## src/rtl/conv_v.sv

```systemverilog
// conv_v: 3x3 convolution over a 5x5 binary image with an optional
// 9-tap dense stage. Conv mode streams one window result per cycle;
// dense mode accumulates S_A(k) * d_k over the nine windows and emits one
// result. All operands are captured when leaving IDLE, so inputs may
// change freely while an operation is running.
module conv_v #(
  parameter int SIZE = 23
) (
  input  logic                     clk,
  input  logic                     rst_n,
  input  logic [1:0]               prov,
  input  logic [4:0]               matrix,
  input  logic [9:0]               matrix2,
  input  logic [9:0]               i,
  input  logic signed [SIZE-1:0]   w1,
  input  logic signed [SIZE-1:0]   w2,
  input  logic signed [SIZE-1:0]   w3,
  input  logic signed [SIZE-1:0]   w4,
  input  logic signed [SIZE-1:0]   w5,
  input  logic signed [SIZE-1:0]   w6,
  input  logic signed [SIZE-1:0]   w7,
  input  logic signed [SIZE-1:0]   w8,
  input  logic signed [SIZE-1:0]   w9,
  input  logic signed [SIZE-1:0]   w11,
  input  logic signed [SIZE-1:0]   w12,
  input  logic signed [SIZE-1:0]   w13,
  input  logic signed [SIZE-1:0]   w14,
  input  logic signed [SIZE-1:0]   w15,
  input  logic signed [SIZE-1:0]   w16,
  input  logic signed [SIZE-1:0]   w17,
  input  logic signed [SIZE-1:0]   w18,
  input  logic signed [SIZE-1:0]   w19,
  input  logic                     conv_en,
  input  logic                     dense_en,
  output logic signed [2*SIZE-2:0] Y1,
  output logic                     y_valid,
  output logic                     busy,
  output logic [3:0]               win_idx
);

  // Window sum width, dense accumulator width, result width
  localparam int SW = SIZE + 4;
  localparam int AW = 2*SIZE + 4;
  localparam int YW = 2*SIZE - 1;

  typedef enum logic [1:0] {ST_IDLE, ST_CONV, ST_DENSE} state_t;

  state_t                 r_state;
  logic [1:0]             r_prov;
  logic [24:0]            r_img;
  logic signed [SIZE-1:0] r_wa [9];
  logic signed [SIZE-1:0] r_wb [9];
  logic [3:0]             r_k;
  logic signed [AW-1:0]   r_acc;

  logic signed [SIZE-1:0] w_in_a [9];
  logic signed [SIZE-1:0] w_in_b [9];
  logic [24:0]            w_pix;
  logic [4:0]             w_base;
  logic                   w_use_b;
  logic signed [SW-1:0]   w_term [9];
  logic signed [SW-1:0]   w_sum;
  logic signed [AW-1:0]   w_sum_x;
  logic signed [AW-1:0]   w_d_x;
  logic signed [AW-1:0]   w_prod;
  logic signed [AW-1:0]   w_acc_next;

  assign w_in_a[0] = w1;
  assign w_in_a[1] = w2;
  assign w_in_a[2] = w3;
  assign w_in_a[3] = w4;
  assign w_in_a[4] = w5;
  assign w_in_a[5] = w6;
  assign w_in_a[6] = w7;
  assign w_in_a[7] = w8;
  assign w_in_a[8] = w9;
  assign w_in_b[0] = w11;
  assign w_in_b[1] = w12;
  assign w_in_b[2] = w13;
  assign w_in_b[3] = w14;
  assign w_in_b[4] = w15;
  assign w_in_b[5] = w16;
  assign w_in_b[6] = w17;
  assign w_in_b[7] = w18;
  assign w_in_b[8] = w19;

  // Reorder the image so that w_pix[5r+c] is pixel p[r][c]
  genvar gi;
  generate
    for (gi = 0; gi < 25; gi++) begin : g_pix
      assign w_pix[gi] = r_img[24-gi];
    end
  endgenerate

  // Top-left pixel index of window k = 3a+b is 5a+b
  always_comb begin
    w_base = 5'd0;
    case (r_k)
      4'd0: w_base = 5'd0;
      4'd1: w_base = 5'd1;
      4'd2: w_base = 5'd2;
      4'd3: w_base = 5'd5;
      4'd4: w_base = 5'd6;
      4'd5: w_base = 5'd7;
      4'd6: w_base = 5'd10;
      4'd7: w_base = 5'd11;
      4'd8: w_base = 5'd12;
      default: w_base = 5'd0;
    endcase
  end

  // Kernel B is only ever used for convolution; dense always convolves with A
  assign w_use_b = (r_state == ST_CONV) && r_prov[0];

  // One tap per kernel element: pixel 1 passes the weight, pixel 0 gives
  // zero (binary coding) or the negated weight (bipolar coding)
  generate
    for (gi = 0; gi < 9; gi++) begin : g_tap
      localparam logic [4:0] OFF = 5'((gi / 3) * 5 + (gi % 3));
      logic signed [SIZE-1:0] w_coef;
      logic signed [SW-1:0]   w_ext;
      logic                   w_p;
      assign w_coef    = w_use_b ? r_wb[gi] : r_wa[gi];
      assign w_ext     = {{4{w_coef[SIZE-1]}}, w_coef};
      assign w_p       = w_pix[w_base + OFF];
      assign w_term[gi] = w_p ? w_ext : (r_prov[1] ? '0 : -w_ext);
    end
  endgenerate

  // Sum the nine taps of the current window
  always_comb begin
    w_sum = '0;
    for (int t = 0; t < 9; t++) begin
      w_sum = w_sum + w_term[t];
    end
  end

  assign w_sum_x    = {{(AW-SW){w_sum[SW-1]}}, w_sum};
  assign w_d_x      = {{(AW-SIZE){r_wb[r_k][SIZE-1]}}, r_wb[r_k]};
  assign w_prod     = w_sum_x * w_d_x;
  assign w_acc_next = r_acc + w_prod;

  // Control FSM with operand capture, dense accumulation and registered outputs
  always_ff @(posedge clk) begin
    if (!rst_n) begin
      r_state <= ST_IDLE;
      r_prov  <= '0;
      r_img   <= '0;
      r_k     <= '0;
      r_acc   <= '0;
      for (int t = 0; t < 9; t++) begin
        r_wa[t] <= '0;
        r_wb[t] <= '0;
      end
      Y1      <= '0;
      y_valid <= 1'b0;
      busy    <= 1'b0;
      win_idx <= '0;
    end else begin
      y_valid <= 1'b0;
      case (r_state)
        ST_IDLE: begin
          if (conv_en || dense_en) begin
            r_state <= conv_en ? ST_CONV : ST_DENSE;
            r_prov  <= prov;
            r_img   <= {matrix, matrix2, i};
            for (int t = 0; t < 9; t++) begin
              r_wa[t] <= w_in_a[t];
              r_wb[t] <= w_in_b[t];
            end
            r_k     <= '0;
            r_acc   <= '0;
            busy    <= 1'b1;
          end
        end
        ST_CONV: begin
          Y1      <= {{(YW-SW){w_sum[SW-1]}}, w_sum};
          win_idx <= r_k;
          y_valid <= 1'b1;
          if (r_k == 4'd8) begin
            r_state <= ST_IDLE;
            busy    <= 1'b0;
          end else begin
            r_k <= r_k + 4'd1;
          end
        end
        ST_DENSE: begin
          r_acc <= w_acc_next;
          if (r_k == 4'd8) begin
            Y1      <= w_acc_next[YW-1:0];
            y_valid <= 1'b1;
            win_idx <= 4'd8;
            r_state <= ST_IDLE;
            busy    <= 1'b0;
          end else begin
            r_k <= r_k + 4'd1;
          end
        end
        default: begin
          r_state <= ST_IDLE;
          busy    <= 1'b0;
        end
      endcase
    end
  end

endmodule

```

## config.mk

```make
export PLATFORM = sky130hd
export DESIGN_NAME = conv_v
export DESIGN_NICKNAME = d
export VERILOG_FILES = /design/src/rtl/conv_v.sv
export SDC_FILE = /design/constraint.sdc
export NUM_CORES = 2
export LEC_CHECK = 0
export CAP_MARGIN = 25
export CORE_ASPECT_RATIO = 0.75
export CORE_UTILIZATION = 55
export DETAILED_ROUTE_END_ITERATION = 7
export MAX_ROUTING_LAYER = met4
export PLACE_DENSITY = 0.77
export RECOVER_POWER = 50
export SETUP_SLACK_MARGIN = 0.2
export SKIP_CTS_REPAIR_TIMING = 1
export SYNTH_ARGS = -nofsm -noshare
export SYNTH_HDL_FRONTEND = slang
export SYNTH_SLANG_ARGS = --single-unit
```

## constraint.sdc

```tcl
create_clock -name clk -period 22.4 [get_ports clk]
set_clock_uncertainty 0.2 [all_clocks]
set_input_delay 4.48 -clock clk [delete_from_list [all_inputs] [get_ports clk]]
set_output_delay 4.48 -clock clk [all_outputs]
set_load 0.01 [all_outputs]
```

Fig. 1: nets reached from selected ports
(1 px per um)
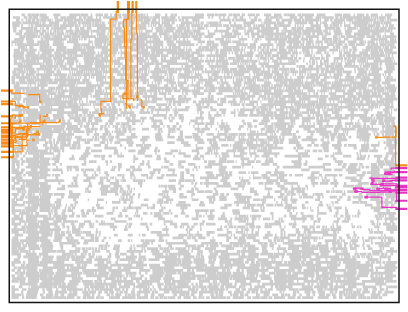
- magenta: matrix2 (direction input; edge east; end cells 10; buffers 10; wire 327 um)
- orange: w9 (direction input; edge 17 west, 5 north, 1 east; end cells 23; buffers 23; wire 1,090 um)
number of I/O port buffers: 495
I/O pin count: 496

Fig. 2: cell outlines without signal wires
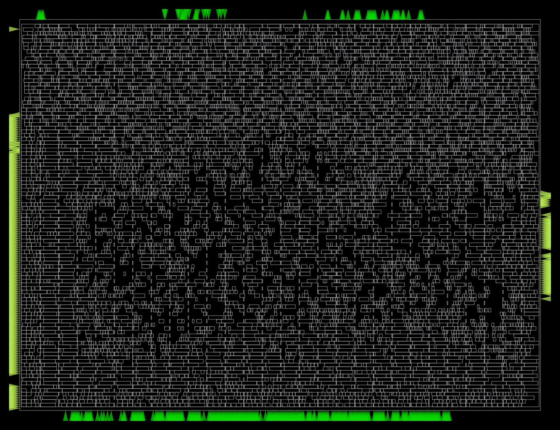
area of the core: 110,000 sq um
Layout Utilization: 63.7%

Fig. 3: routed clock nets over the placement
(1 px per um)
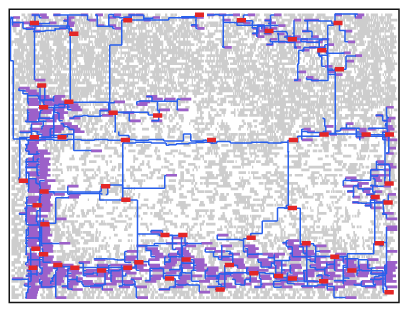
- blue: clock wires (length 7,620 um)
- purple: flip-flops (count 551)
- red: clock drivers (count 57)
- flops lie: all over the die
- routed clock nets: 58
Insertion Delay late pin: 0.69 ns

Fig. 4: cell classes on the final placement
(1 px per um)
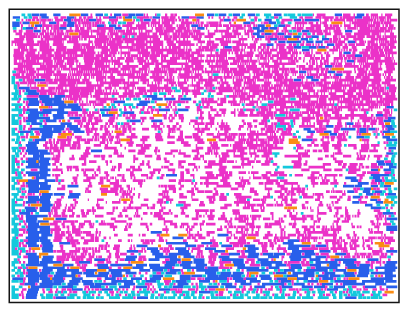
- cyan: remaining buffers and delay cells (cells 597; share of their area 8.6%)
- orange: clock drivers and dummy loads (cells 106; share of their area 2.9%)
- magenta: combinational and other logic (cells 5,599; share of their area 66%)
- blue: sequential cells (cells 551; share of their area 22%)
register share of the cell area: 21.6%
design area: 70,300 sq um
Row Count: 105

Fig. 5: sequential cells grouped by signal name
(1 px per um) Other sequential cells in the stronger grey, the rest of the logic in the fainter grey.
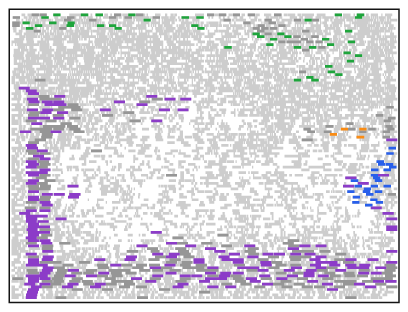
- blue: r_img (sequential cells 25; where east)
- purple: r_wb (sequential cells 207)
- green: r_acc (sequential cells 45; where a band across the top)
- orange: w_base (sequential cells 4; where east)
Sequential Area: 15,200 sq um

==> impl_metrics.yaml <==
# flow metrics
floorplan:
  die_area_sq_um: 113000
  tap_cells: 1444
  fp_util_pct: 55.9
  die_h_um: 292
critical_path:
  critPathTopFamily: "adder cells"
  r2r_setup_slack_ns: 3.84
  crit_top_cell: "fa_1"
  reg2regPathDepth: 60
  crit_buf_inv: 14
  cp.arrival_ns: 18.77
  crit_path_top_delay_cell: "ha_1"
  cp.depth: 60
  endpoint: "r_acc[43]$_SDFFE_PN0P_"
  critPathMaxStageDelay_ns: 0.70
  critPathLaunch: "w_base[0]$_SDFF_PP0_"
  crit_path_start_kind: "flip-flop"
  timing.rr.start: "w_base[0]$_SDFF_PP0_"
  crit_type: "reg2reg"
  critPathCaptureType: "flip-flop"
finish:
  n_antenna_cell: 21
  final-clk-cell-share_pct: 2.78
  fillers: 8865
  largest_class: "multi-input combinational cells"
  inv_count: 1003
  bufAreaShareNonClock_pct: 8.37
  nMultiInputCombCells: 4596
  finalNonFillerCells: 8318
placed_design:
  dp.final_hpwl_um: 184000
  place_area_sq_um: 68100
  place_congestion: 1.06
  dp.cells: 8182
clocking:
  cts.sinks: 551
  cts_tree: "built"
  clkTransAtPathRegs_ns: 0.07
  numCtsBuffers: 57
  h-tree-depth: 2
logic_synthesis:
  top_cell_area_share_pct: 27.0
  syn-instance-count: 6489
  logic_family: "adder cells"
  yosys_warnings: 0
  synth_top_cell_by_area: "fa_1"
  mux_area_share_pct: 7.28
  syn_nets: 7966
  async_reset_ff_share_pct: 0
  post-synth-top-count-cell: "inv_1"
  ys_chip_area_sq_um: 61600
  edf_count: 414
  ys_cells: 6489
  ys_types: 90
  synthSimpleGateAreaFrac_pct: 16.9
  netlist_area_sq_um: 61600
  syn-mean-instance-area_sq_um: 9.49
  xor_share_pct: 1.76
  numSynthFlops: 551
  synth-adder-area-share_pct: 31.1
  netlist_top_cells_area: "fa_1 27%, edfxtp_1 20%, inv_1 6.1%"
routing:
  dr.pass1.iters: 6
  wire_per_inst_um: 27.1
  vias_per_cell: 6.12
  vias: 50877
  wl_met3_um: 31600
  routed.top_layer: "met4"
  wl_met2_um: 92800
  drt_iter0_drc: 6375
  drc: 0
final_timing:
  whs_ns: 0.258
  slew_viol_final: 657
  rsz0062_at_grt: "false"
  setup_violations: 0
  min_period_over_period_pct: 82.9
  finalHoldViolCount: 0
  relSlewSlack_pct: -263
  fin_tns_setup_ns: 0
job:
  cap_violations: 7
global_route:
  grt_pass1_vias: 49883
  grtUsageTotal_pct: 41.3
  grt_overflow: 0
  grt_pass1_wl_um: 331000
outcome:
  violations: "max-capacitance violations, max-slew violations"
  outcome: "complete, but fails checks"
min_path:
  hold_path.class: "reg2reg"
  min_from: "Y1[22]$_SDFFE_PN0P_"
## metal layers
layer	vias up	global-route usage, %
met2	3346	56.3
met3	448	11.4
met1	25157	60.3
met4	0	11.2
met5	-	-
li1	21926	-
## cells in the final DEF (no fill, tap or decap), drive strengths merged, types with 14 or more instances in the layout
| cell type | count |
|---|---|
| inv | 1009 |
| fa | 831 |
| nand2 | 614 |
| and2 | 492 |
| nor2 | 489 |
| clkdlybuf4s50 | 443 |
| edfxtp | 414 |
| a21oi | 265 |
| mux2i | 236 |
| ha | 201 |
| o21ai | 193 |
| nand3 | 179 |
| dfxtp | 137 |
| nor3 | 126 |
| o22ai | 108 |
| buf | 96 |
| o21a | 92 |
| mux4 | 77 |
| xnor2 | 74 |
| clkbuf | 72 |
| dlygate4sd3 | 51 |
| a21o | 48 |
| or3 | 46 |
| a211oi | 41 |
| xor2 | 37 |
| nand2b | 35 |
| nor2b | 34 |
| mux2 | 33 |
| a22o | 29 |
| o211ai | 29 |
| clkinv | 25 |
| diode | 21 |
| or2 | 21 |
| and3 | 19 |
| o31ai | 19 |
| a31oi | 19 |
| nor4 | 14 |
## registers in the layout, indices dropped and copies added (netlist names), named ones only
register / count
r_k: 4
r_acc: 45
y_valid: 1
r_wa: 207
r_img: 25
r_wb: 207
Y1: 45
r_state: 2
r_prov: 2
busy: 1
win_idx: 4
w_base: 4
